### Register map, names as in the netlist, run 1

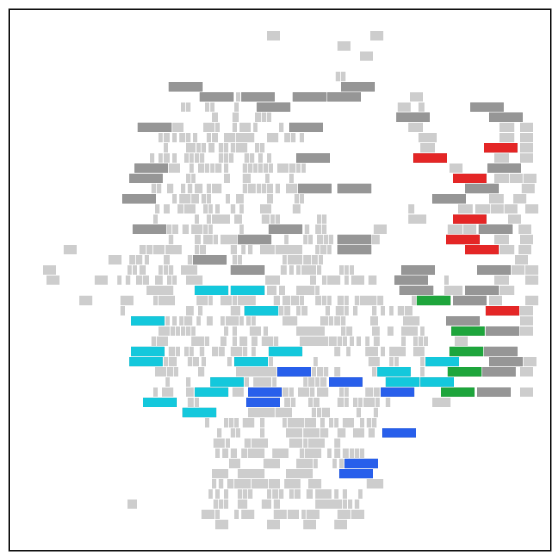
### Placed standard cells, run 1

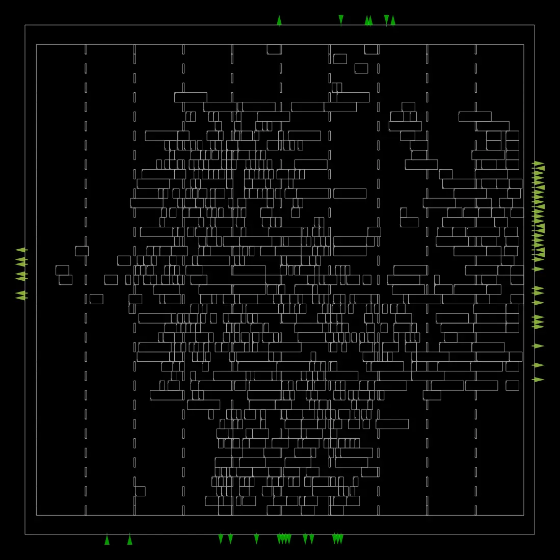
### Layout detail, run 1

Bar = 20 um. Region (11, 11) to (61, 61) um. Cells in gray, sequential cells in the stronger gray; small squares are vias.
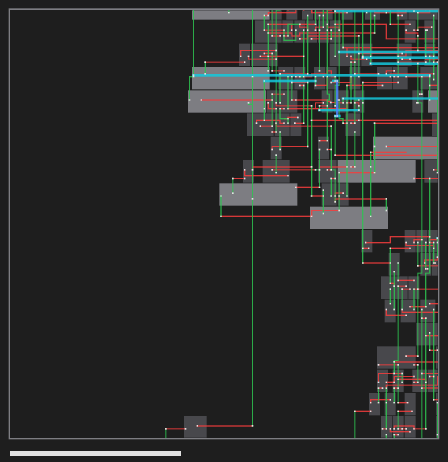
## config.mk

```make
export PLATFORM = sky130hd
export DESIGN_NAME = lenet_c1_sched
export DESIGN_NICKNAME = d
export VERILOG_FILES = /design/src/rtl/lenet_c1_sched.sv
export SDC_FILE = /design/constraint.sdc
export NUM_CORES = 1
export LEC_CHECK = 0
export ABC_AREA = 1
export ABC_CLOCK_PERIOD_IN_PS = 6860
export CORE_MARGIN = 3
export CORE_UTILIZATION = 25
export CTS_BUF_LIST = sky130_fd_sc_hd__clkbuf_8
export DETAILED_ROUTE_END_ITERATION = 10
export GPL_ROUTABILITY_DRIVEN = 0
export HOLD_SLACK_MARGIN = 0.08
export REMOVE_ABC_BUFFERS = 1
export SLEW_MARGIN = 5
export SYNTH_ARGS = -nofsm -noshare
export SYNTH_HDL_FRONTEND = slang
export SYNTH_SLANG_ARGS = --single-unit
```

## constraint.sdc

```tcl
create_clock -name i_sclk -period 6.86 [get_ports i_sclk]
set_clock_uncertainty 0.15 [all_clocks]
set_input_delay 1.029 -clock i_sclk [delete_from_list [all_inputs] [get_ports i_sclk]]
set_output_delay 1.029 -clock i_sclk [all_outputs]
set_load 0.005 [all_outputs]
```

## src/rtl/lenet_c1_sched.sv

```systemverilog
// rtl/lenet_c1_sched.sv - LeNet C1 sequencer: per-map weight/bias load, raster replay, drain
module lenet_c1_sched #(
  parameter int WW     = 7,
  parameter int N_MAP  = 6,
  parameter int IMG_W  = 32,
  parameter int IMG_H  = 32,
  parameter int HS_PRE = 4,
  parameter int HBLANK = 4,
  parameter int DRAIN  = 16
) (
  input  logic          i_sclk,
  input  logic          i_rstn,
  input  logic          i_start,
  output logic          o_busy,
  output logic          o_done,
  output logic [2:0]    o_map_idx,
  output logic [7:0]    o_wmem_addr,
  input  logic [WW-1:0] i_wmem_data,
  output logic [9:0]    o_pix_addr,
  input  logic          i_pix_data,
  output logic          o_W_en,
  output logic [4:0]    o_W_addr,
  output logic [WW-1:0] o_Weight,
  output logic [WW-1:0] o_Bias,
  output logic          o_vsync,
  output logic          o_hsync,
  output logic          o_valid,
  output logic          o_tdata
);

  localparam logic [2:0] S_IDLE     = 3'd0;
  localparam logic [2:0] S_LOAD     = 3'd1;
  localparam logic [2:0] S_ROW_HS   = 3'd2;
  localparam logic [2:0] S_ROW_DATA = 3'd3;
  localparam logic [2:0] S_ROW_GAP  = 3'd4;
  localparam logic [2:0] S_DRAIN    = 3'd5;
  localparam logic [2:0] S_DONE     = 3'd6;

  localparam logic [15:0] LOAD_END  = 16'd27;
  localparam logic [15:0] HS_END    = 16'(HS_PRE - 1);
  localparam logic [15:0] DATA_END  = 16'(IMG_W - 1);
  localparam logic [15:0] GAP_END   = 16'(HBLANK - 1);
  localparam logic [15:0] DRAIN_END = 16'(DRAIN - 1);
  localparam logic [15:0] ROW_END   = 16'(IMG_H - 1);
  localparam logic [7:0]  MAP_END   = 8'(N_MAP - 1);

  logic [2:0]  state;
  logic [15:0] cnt;
  logic [15:0] row;
  logic [7:0]  map;
  logic        cnt_end;
  logic [15:0] wmem_full;
  logic [15:0] pix_full;

  always_comb begin
    cnt_end = 1'b0;
    case (state)
      S_LOAD:     cnt_end = (cnt == LOAD_END);
      S_ROW_HS:   cnt_end = (cnt == HS_END);
      S_ROW_DATA: cnt_end = (cnt == DATA_END);
      S_ROW_GAP:  cnt_end = (cnt == GAP_END);
      S_DRAIN:    cnt_end = (cnt == DRAIN_END);
      default:    cnt_end = 1'b0;
    endcase
  end

  always_ff @(posedge i_sclk or negedge i_rstn) begin
    if (!i_rstn) begin
      state <= S_IDLE;
      cnt   <= '0;
      row   <= '0;
      map   <= '0;
    end else begin
      cnt <= cnt_end ? 16'd0 : cnt + 16'd1;
      case (state)
        S_IDLE: begin
          cnt <= '0;
          row <= '0;
          map <= '0;
          if (i_start) state <= S_LOAD;
        end
        S_LOAD:     if (cnt_end) state <= S_ROW_HS;
        S_ROW_HS:   if (cnt_end) state <= S_ROW_DATA;
        S_ROW_DATA: if (cnt_end) state <= S_ROW_GAP;
        S_ROW_GAP: if (cnt_end) begin
          if (row == ROW_END) begin
            row   <= '0;
            state <= S_DRAIN;
          end else begin
            row   <= row + 16'd1;
            state <= S_ROW_HS;
          end
        end
        S_DRAIN: if (cnt_end) begin
          if (map == MAP_END) begin
            map   <= '0;
            state <= S_DONE;
          end else begin
            map   <= map + 8'd1;
            state <= S_LOAD;
          end
        end
        S_DONE: begin
          cnt   <= '0;
          state <= S_IDLE;
        end
        default: state <= S_IDLE;
      endcase
    end
  end

  assign wmem_full   = {8'd0, map} * 16'd26 + cnt;
  assign pix_full    = row * 16'(IMG_W) + cnt;
  assign o_wmem_addr = (state == S_LOAD && cnt < 16'd26) ? wmem_full[7:0] : 8'd0;
  assign o_pix_addr  = (state == S_ROW_DATA) ? pix_full[9:0] : 10'd0;
  assign o_busy      = (state != S_IDLE) && (state != S_DONE);
  assign o_done      = (state == S_DONE);
  assign o_map_idx   = map[2:0];

  // Every strobe passes through two registers so it lines up with 1-cycle memory data
  logic       vs_d1, hs_d1, rd_d1, we_d1, bias_d1;
  logic [4:0] wa_d1;

  always_ff @(posedge i_sclk or negedge i_rstn) begin
    if (!i_rstn) begin
      vs_d1    <= 1'b0;
      hs_d1    <= 1'b0;
      rd_d1    <= 1'b0;
      we_d1    <= 1'b0;
      bias_d1  <= 1'b0;
      wa_d1    <= '0;
      o_vsync  <= 1'b0;
      o_hsync  <= 1'b0;
      o_valid  <= 1'b0;
      o_tdata  <= 1'b0;
      o_W_en   <= 1'b0;
      o_W_addr <= '0;
      o_Weight <= '0;
      o_Bias   <= '0;
    end else begin
      vs_d1    <= (state == S_LOAD);
      hs_d1    <= (state == S_ROW_HS) && (cnt == 16'd0);
      rd_d1    <= (state == S_ROW_DATA);
      we_d1    <= (state == S_LOAD) && (cnt < 16'd25);
      bias_d1  <= (state == S_LOAD) && (cnt == 16'd25);
      wa_d1    <= cnt[4:0];
      o_vsync  <= vs_d1;
      o_hsync  <= hs_d1;
      o_valid  <= rd_d1;
      o_tdata  <= rd_d1 ? i_pix_data : 1'b0;
      o_W_en   <= we_d1;
      o_W_addr <= wa_d1;
      if (we_d1) o_Weight <= i_wmem_data;
      if (bias_d1) o_Bias <= i_wmem_data;
    end
  end

endmodule
```

==> changes_impl.md, run 1 <==
### Changed

- Clk buf depth: 2
- Post-synthesis cell area: 0.00478 mm2
- Worst path slowest cell: fa_1
- Reg2reg path depth: 10
- # DRC: 0
- Crit path time final: 4.67 ns
- I/O pin cnt: 58
- CTS tree: built
- Dominant logic cell type in the layout: nand2_1
- Crit end category: output pin
- DP HPWL: 8.13 mm
- Clock buffer cells: 9
- Layout fillers: a little under 2,000
- Setup crit start: map[0]
- Root Driver: clkbuf_8
- Buffers on Ports: between 50 and 60
- Vias per cell: 4.39
- Initial antenna violation count: 0
- Top cells by count: 131 x nand2_1, 90 x nor2_1, 77 x dfrtp_1
- Logic share of the area: between 40% and 50%
- DIE HEIGHT: approximately 140 um
- Dominant kind of cell: combinational gates
- CTS buffer count: 9
- Most common reg cell: dfrtp_1
- Area share of the largest cell type after synthesis: 40.3%
- Outcome: complete, no violations
- Gate Area: about 0.0025 mm2
- ANT nets after route: 0
- Number of global-route vias before repair: roughly 3,600
- Worst Path Class, Setup: register to output pin
- Synth Seq Share: 40.3%
- Clock sinks: between 70 and 80
- WL/cell: 12.8 um
- Ant diodes: 0
- Chip Area, Yosys: between 0.004 and 0.005 mm2
- First-pass GRT wire length: ~19 mm
- Worst path cell trace: ha_1, fa_1, fa_1, ha_1, nand2_1, nand2_1, a21oi_1, nor2_1, nor2_1, clkdlybuf4s50_1
- Area grow syn2layout: 19.4%
- Syn Area/Cell: around 8.2 um2
- Fmax: 214 MHz
- Ys cells: 580
- Crit-path max FO: 10
- Count leader, synth: nand2_1
- Synth warn: 0
About 'Register map, names as in the netlist':
- cyan: `cnt` (placed flops 16)
- green: `wa_d1` (placed flops 5)
- blue: `map` (placed flops 8)
- red: `o_Bias` (placed flops 7; where right middle)
Seq. cell area: 0.00193 mm2
Seq power: 606 uW
Layout Utilization: 31.0%

About 'Placed standard cells':
final cell count without fillers: 865
floorplan core area: 0.0184 mm2
Seq/total area: 33.8%
Row Count: 49
seq_cells: 77

About 'Layout detail':
- red: M1
- cyan: M3
- green: M2
- blue: M4
- sequential cells in the window: 6
- cells with their middle in the window: 70
- netlist names of flops here include: `cnt` (6)
- most frequent: nand2_1 (19), nor2_1 (14)

[run 1: per-stage QoR]
step                power (uW)  setup WS [ns]  hold WS (ns)  instances
CTS                       1490           2.13         0.203        865
global route              1580           1.91         0.206        865
detailed placement        1150           2.56         0.185        849
floorplan                  907           3.19         0.181        562
global placement          1140           2.58         0.182        849
finish                    1470           2.19         0.201        865
[run 1: routing by layer]
| layer | GRT usage [%] | vias up | wire length (um) |
|---|---|---|---|
| met2 | 16.9 | 106 | 4770 |
| met4 | 4.52 | 0 | 208 |
| met3 | 2.35 | 15 | 644 |
| met5 | 0 | - | 0 |
| li1 | - | 1956 | - |
| met1 | 16.0 | 1719 | 5470 |
[run 1: logic make-up (layout without fill, tap and decap cells)]
logic type | after synthesis | in the layout | synth area share [%]
XOR/XNOR | 36 | 36 | 6.60
flip-flops | 77 | 77 | 40.3
buffers and inverters | 73 | 129 | 6.96
multiplexers | 14 | 14 | 3.30
adder cells (fa/ha/maj) | 31 | 31 | 8.90
AND/OR/NAND/NOR | 326 | 326 | 31.4
AND-OR/OR-AND | 23 | 23 | 2.54
[run 1: state kept, by name, indices dropped and copies added (netlist names)]
register,count
state,3
hs_d1,1
cnt,16
row,16
o_valid,1
o_W_addr,5
o_vsync,1
rd_d1,1
vs_d1,1
bias_d1,1
wa_d1,5
o_hsync,1
o_W_en,1
we_d1,1
o_Weight,7
o_tdata,1
o_Bias,7
map,8
[run 1: report_power, final]
part	switching, uW	total, uW	leakage, uW	internal (uW)
Sequential	77.2	606	0.00104	529
Clock	173	339	0.0000964	166
Combinational	306	523	0.00156	217
Total	556	1470	0.00270	912
==> run 1 -> run 2 <==
- ABC_CLOCK_PERIOD_IN_PS: 6860 -> 3900
- clock period: 6.86 -> 3.9 ns (I/O delays scaled with it)
### Register map, names as in the netlist, run 2

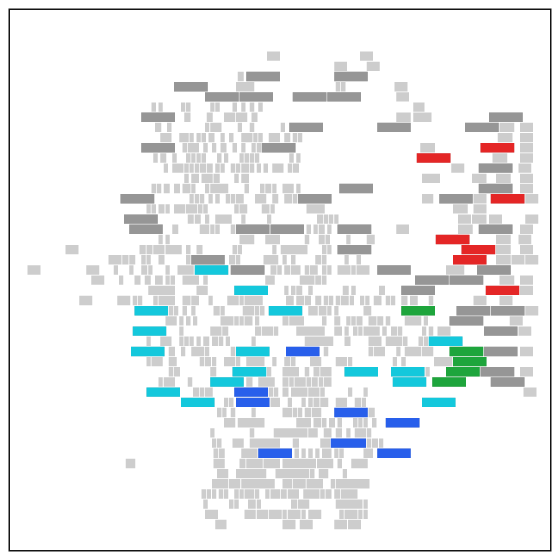
- green: `wa_d1` (placed flops 5)
- cyan: `cnt` (placed flops 16)
- blue: `map` (placed flops 8; where bottom middle)
- red: `o_Bias` (placed flops 7; where right middle)
Layout Utilization: 31.9%
Seq power: 1060 uW
Seq. cell area: 0.00193 mm2
Seq/total area: 32.9%

### Signal metal coverage by tile, run 2

Bar = 50 um. 29 x 29 tiles, from black (low) to pale yellow (high), scaled to the fullest tile. Values are wire area over tile area, all layers added.
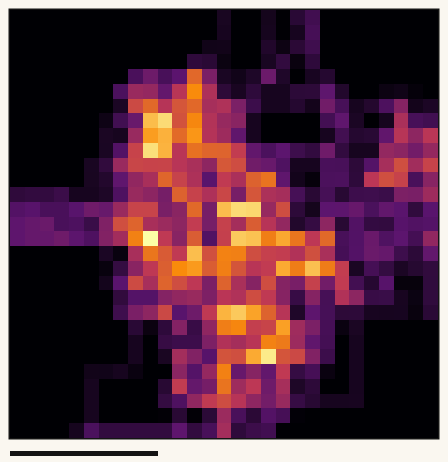
- emptiest ninth of the die: bottom left
- fullest tile: 0.44
- tiles over half the peak: 14%
- nearly empty tiles: 38%
final wirelength: 11.5 mm
DR vias: 3,884
WL/cell: 13.1 um
GRT Resource Usage Total: 11.7%

==> changes_impl.md, run 2 <==
### Changed

- Initial antenna violation count: 0 (unchanged)
- Row Count: 49 (unchanged)
- Syn Area/Cell: 8.24 um2 (unchanged)
- Crit end category: output pin (unchanged)
- Met3 routed WL: 633 um (was 644 um)
- Vias per cell: 4.43 (was 4.39)
- Clock sinks: 77 (unchanged)
- Worst path slowest cell: fa_2 (was fa_1)
- Clk buf depth: 2 (unchanged)
- Count leader, synth: nand2_1 (unchanged)
- Met2 wire length: 5.05 mm (was 4.77 mm)
- ANT nets after route: 0 (unchanged)
- # DRC: 0 (unchanged)
- Floorplan core area: 0.0184 mm2 (unchanged)
- XOR Share, Synth: 6.60% (unchanged)
- Worst path cell trace: buf_6, ha_4, fa_2, fa_2, ha_4, nand2_2, nand2_1, a21oi_2, nor2_1, nor2_1, clkdlybuf4s15_1 (was ha_1, fa_1, fa_1, ha_1, nand2_1, nand2_1, a21oi_1, nor2_1, nor2_1, clkdlybuf4s50_1)
- GR Util met1: 16.1% (was 16.0%)
- Outcome: complete, no violations (unchanged)
- Top cells by count: 131 x nand2_1, 90 x nor2_1, 77 x dfrtp_1 (unchanged)
- DP HPWL: 8.24 mm (was 8.13 mm)
- Mux share: 3.30% (unchanged)
- I/O pin cnt: 58 (unchanged)
- Root Driver: clkbuf_8 (unchanged)
- DIE HEIGHT: 144 um (unchanged)
- Total Power: 2570 uW (was 1470 uW)
- Final cell count without fillers: 876 (was 865)
- Most common reg cell: dfrtp_1 (unchanged)
- Met3 usage: 2.45% (was 2.35%)
- CTS tree: built (unchanged)
- CTS buffer count: 9 (unchanged)
- Fmax: 265 MHz
- Top flop regs: cnt x16, row x16, map x8 (unchanged)
- Number of global-route vias before repair: 3,796 (was 3,609)
- Ant diodes: 0 (unchanged)
- Dominant logic cell type in the layout: nand2_1 (unchanged)
- Buffers on Ports: 57 (unchanged)
- First-pass GRT wire length: 19.2 mm (was 18.7 mm)
### Placed cells, one color a class, run 2

Fill, decap, tap and diode cells in gray.
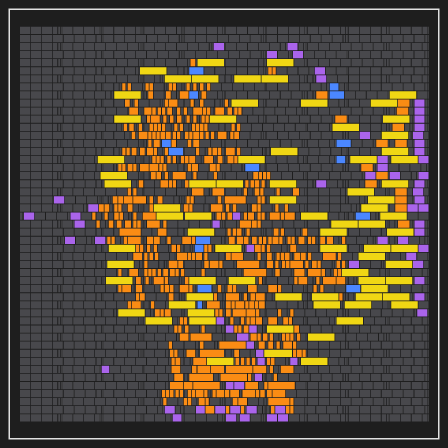
- purple: remaining buffers and delay cells (cells 70; share of their area 12%)
- orange: remaining logic cells (cells 485; share of their area 50%)
- yellow: registers (cells 77; share of their area 35%)
- blue: clock drivers and dummy loads (cells 15; share of their area 3.1%)
post-route cell area: 0.00586 mm2

-- run 2: netlist changes by cell type in the layout (fill, tap and decap cells not counted), sizes merged, moves of 2 or more --
| cell | delta |
|---|---|
| buf | +12 |
| clkdlybuf4s50 | -3 |
| dlygate4sd2 | +2 |
| clkinvlp | -2 |
-- run 2: how the worst max path moves through the flow --
stage	startpoint	end	cells after the start	slack, ns
6_report	map[1]	o_wmem_addr[7]	11	0.13
5_1_grt	map[1]	o_wmem_addr[7]	11	0.005
4_1_cts	map[0]	o_wmem_addr[7]	12	0.04
3_5_place_dp	map[0]	o_wmem_addr[7]	12	0.15
3_3_place_gp	map[1]	o_wmem_addr[7]	10	0.17
2_1_floorplan	map[0]	o_wmem_addr[7]	9	0.67
-- run 2: cell type report --
type / instances / area, um2 / area share (%)
multi-input cells: 430 / 2600 / 44.4
flip-flops and latches: 77 / 1930 / 32.9
repair buffers: 70 / 667 / 11.4
well taps: 229 / 287 / 4.89
inverters: 55 / 206 / 3.52
clock buffers: 9 / 124 / 2.11
clock inverters: 6 / 48.8 / 0.833
-- run 2: metrics by stage --
stage / hold slack (ns) / util [%]
floorplan: 0.139 / -
global placement: 0.182 / 30.3
detailed placement: 0.185 / 30.3
CTS: 0.204 / 31.4
global route: 0.210 / 31.9
finish: 0.202 / 31.9
-- run 2: where the power goes --
group	internal (uW)	total (uW)	switching [uW]
Sequential	930	1060	131
Clock	234	556	322
Combinational	401	955	554
Total	1570	2570	1010
-- run 2: timing repair --
item,4_1_cts,5_1_grt
gates resized,9,11
endpoints found under the setup margin,3,1
endpoints found under the hold margin,0,0
setup buffers,3,2
pin swaps,2,4
==> run 2 -> run 3 <==
- SKIP_CTS_REPAIR_TIMING: not set -> 1
### Placed standard cells, run 3

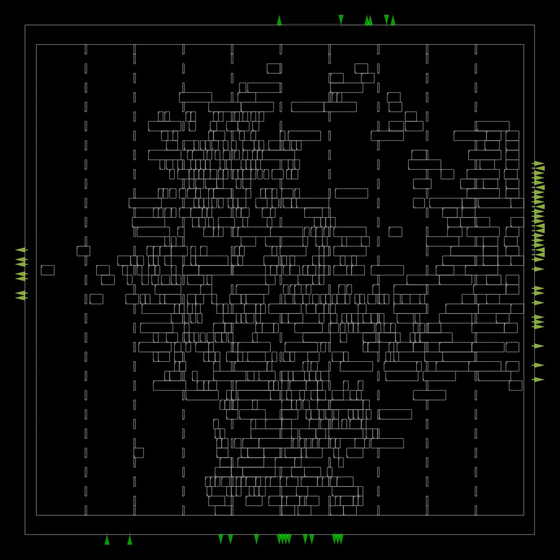
Seq/total area: 33.3%
Layout Utilization: 31.5%

### Signal metal coverage by tile, run 3

Bar = 50 um. 29 x 29 tiles, from black (low) to pale yellow (high), scaled to the fullest tile. Values are wire area over tile area, all layers added.
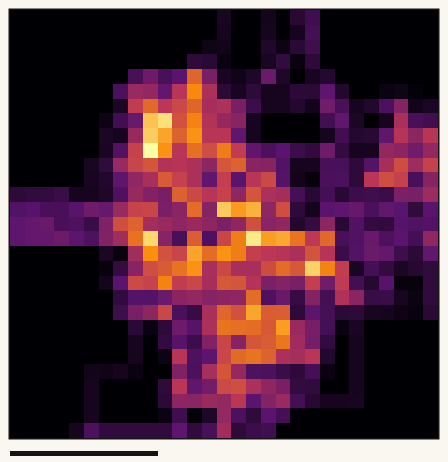
- emptiest ninth of the die: bottom left
- densest ninth of the die: middle
- mean over tiles: 0.086
GRT Resource Usage Total: 11.7%
WL/cell: 13.0 um
final wirelength: 11.3 mm
DR vias: 3,853

### Layout detail, run 3

Bar = 20 um. Region (11, 11) to (61, 61) um. Cells in gray, sequential cells in the stronger gray; small squares are vias.
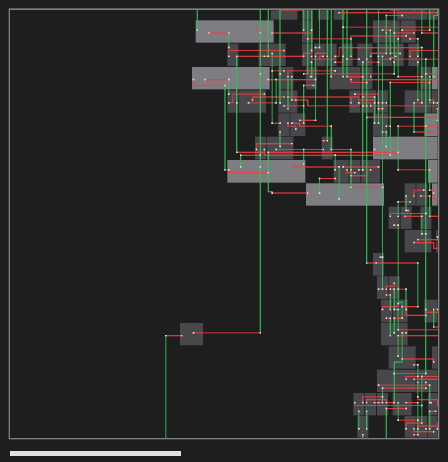
- green: M2
- red: M1
- sequential cells in the window: 5
- most frequent: nand2_1 (17), nor2_1 (13)
- cells with their middle in the window: 66
- netlist names of flops here include: `cnt` (5)

==> changes_impl.md, run 3 <==
### Changed

- Outcome: complete, no violations (unchanged)
- Number of global-route vias before repair: 3,761 (was 3,796)
- Met2 wire length: 4.93 mm (was 5.05 mm)
- And-or/or-and share of the synthesized area: 2.54% (unchanged)
- Fmax: 267 MHz (was 265 MHz)
- Dominant combinational family: simple AND/OR/NAND/NOR gates (unchanged)
- Buffers on Ports: 57 (unchanged)
- Crit-path max FO: 5 (was 3)
- DIE HEIGHT: 144 um (unchanged)
- Root Driver: clkbuf_8 (unchanged)
- Syn Area/Cell: 8.24 um2 (unchanged)
- Chip Area, Yosys: 0.00478 mm2 (unchanged)
- Crit end category: output pin (unchanged)
- Ys cells: 580 (unchanged)
- ANT nets after route: 0 (unchanged)
- Top Layer Used: met4 (unchanged)
- DP HPWL: 8.24 mm (unchanged)
- Count leader, synth: nand2_1 (unchanged)
- XOR Share, Synth: 6.60% (unchanged)
- I/O pin cnt: 58 (unchanged)
- Post-Place Setup Slack: 0.147 ns (unchanged)
- Hold Slack: 0.202 ns (about the same)
- Yosys adder share: 8.90% (unchanged)
- Dominant logic cell type in the layout: nand2_1 (unchanged)
- Synth warn: 0 (unchanged)
- CTS tree: built (unchanged)
- Worst path slowest cell: fa_2 (unchanged)
- Area grow syn2layout: 21.1% (was 22.6%)
- Setup ws final: 0.159 ns (was 0.128 ns)
- Top cells by count: 131 x nand2_1, 90 x nor2_1, 77 x dfrtp_1 (unchanged)
- Total Power: 2560 uW (was 2570 uW)
- Worst Path Class, Setup: register to output pin (unchanged)
- Ant diodes: 0 (unchanged)
- Clock sinks: 77 (unchanged)
- Routed met1 length: 5.65 mm (was 5.59 mm)
- CTS buffer count: 9 (unchanged)
- Initial antenna violation count: 0 (unchanged)
- Met3 routed WL: 543 um (was 633 um)
[run 3: cell types whose count changed in the layout (fill, tap and decap cells not counted), moves of 2 or more]
cell / change
ha_1: +3
a21oi_2: -2
a21oi_1: +2
ha_4: -4
dlymetal6s2s_1: +3
dlygate4sd2_1: -2
buf_4: -2
[run 3: metrics by stage]
step,instances,TNS [ns],cell area (um2)
floorplan,562,0,4650
finish,873,0,5790
global placement,856,0,5570
global route,873,0,5790
CTS,871,-0.579,5740
detailed placement,856,0,5570
[run 3: report_power, final]
group	switching (uW)	internal, uW	leakage [uW]
logic	546	394	0.00166
registers	134	930	0.00104
clock network	322	234	0.0000900
total	1000	1560	0.00279
[run 3: metal layers]
| layer | track usage, % | vias to the layer above |
|---|---|---|
| met4 | 4.86 | 0 |
| met5 | 0 | - |
| met1 | 16.1 | 1774 |
| li1 | - | 1984 |
| met3 | 2.45 | 9 |
| met2 | 17.8 | 86 |
[run 3: area by class of cell]
cell class              instances  share of cell area [%]
flip-flops and latches         77                    33.3
repair buffers                 67                    11.2
inverters                      55                    3.57
clock inverters                 6                   0.843
clock buffers                   9                    2.14
multi-input cells             430                    43.9
well taps                     229                    4.95
[run 3: worst paths after layout]
path	from	end	slack, ns	depth (start not counted)
max	map[0]	o_wmem_addr[7]	0.16	12
min	wa_d1[1]	o_W_addr[1]	0.20	0
max reg2reg	state[2]	row[15]	1.52	10
min reg2reg	wa_d1[1]	o_W_addr[1]	0.20	0
max in group asynchronous	i_rstn	map[0]	2.67	1
min in group asynchronous	i_rstn	cnt[15]	0.22	1
[run 3: cells by family after synthesis]
family	count (synthesis)
xor+xnor	36
simple gates	326
fa+ha+maj	31
flops	77
mux	14
buf+inv	73
compound gates	23
Power is estimated from default activity; no workload was simulated.
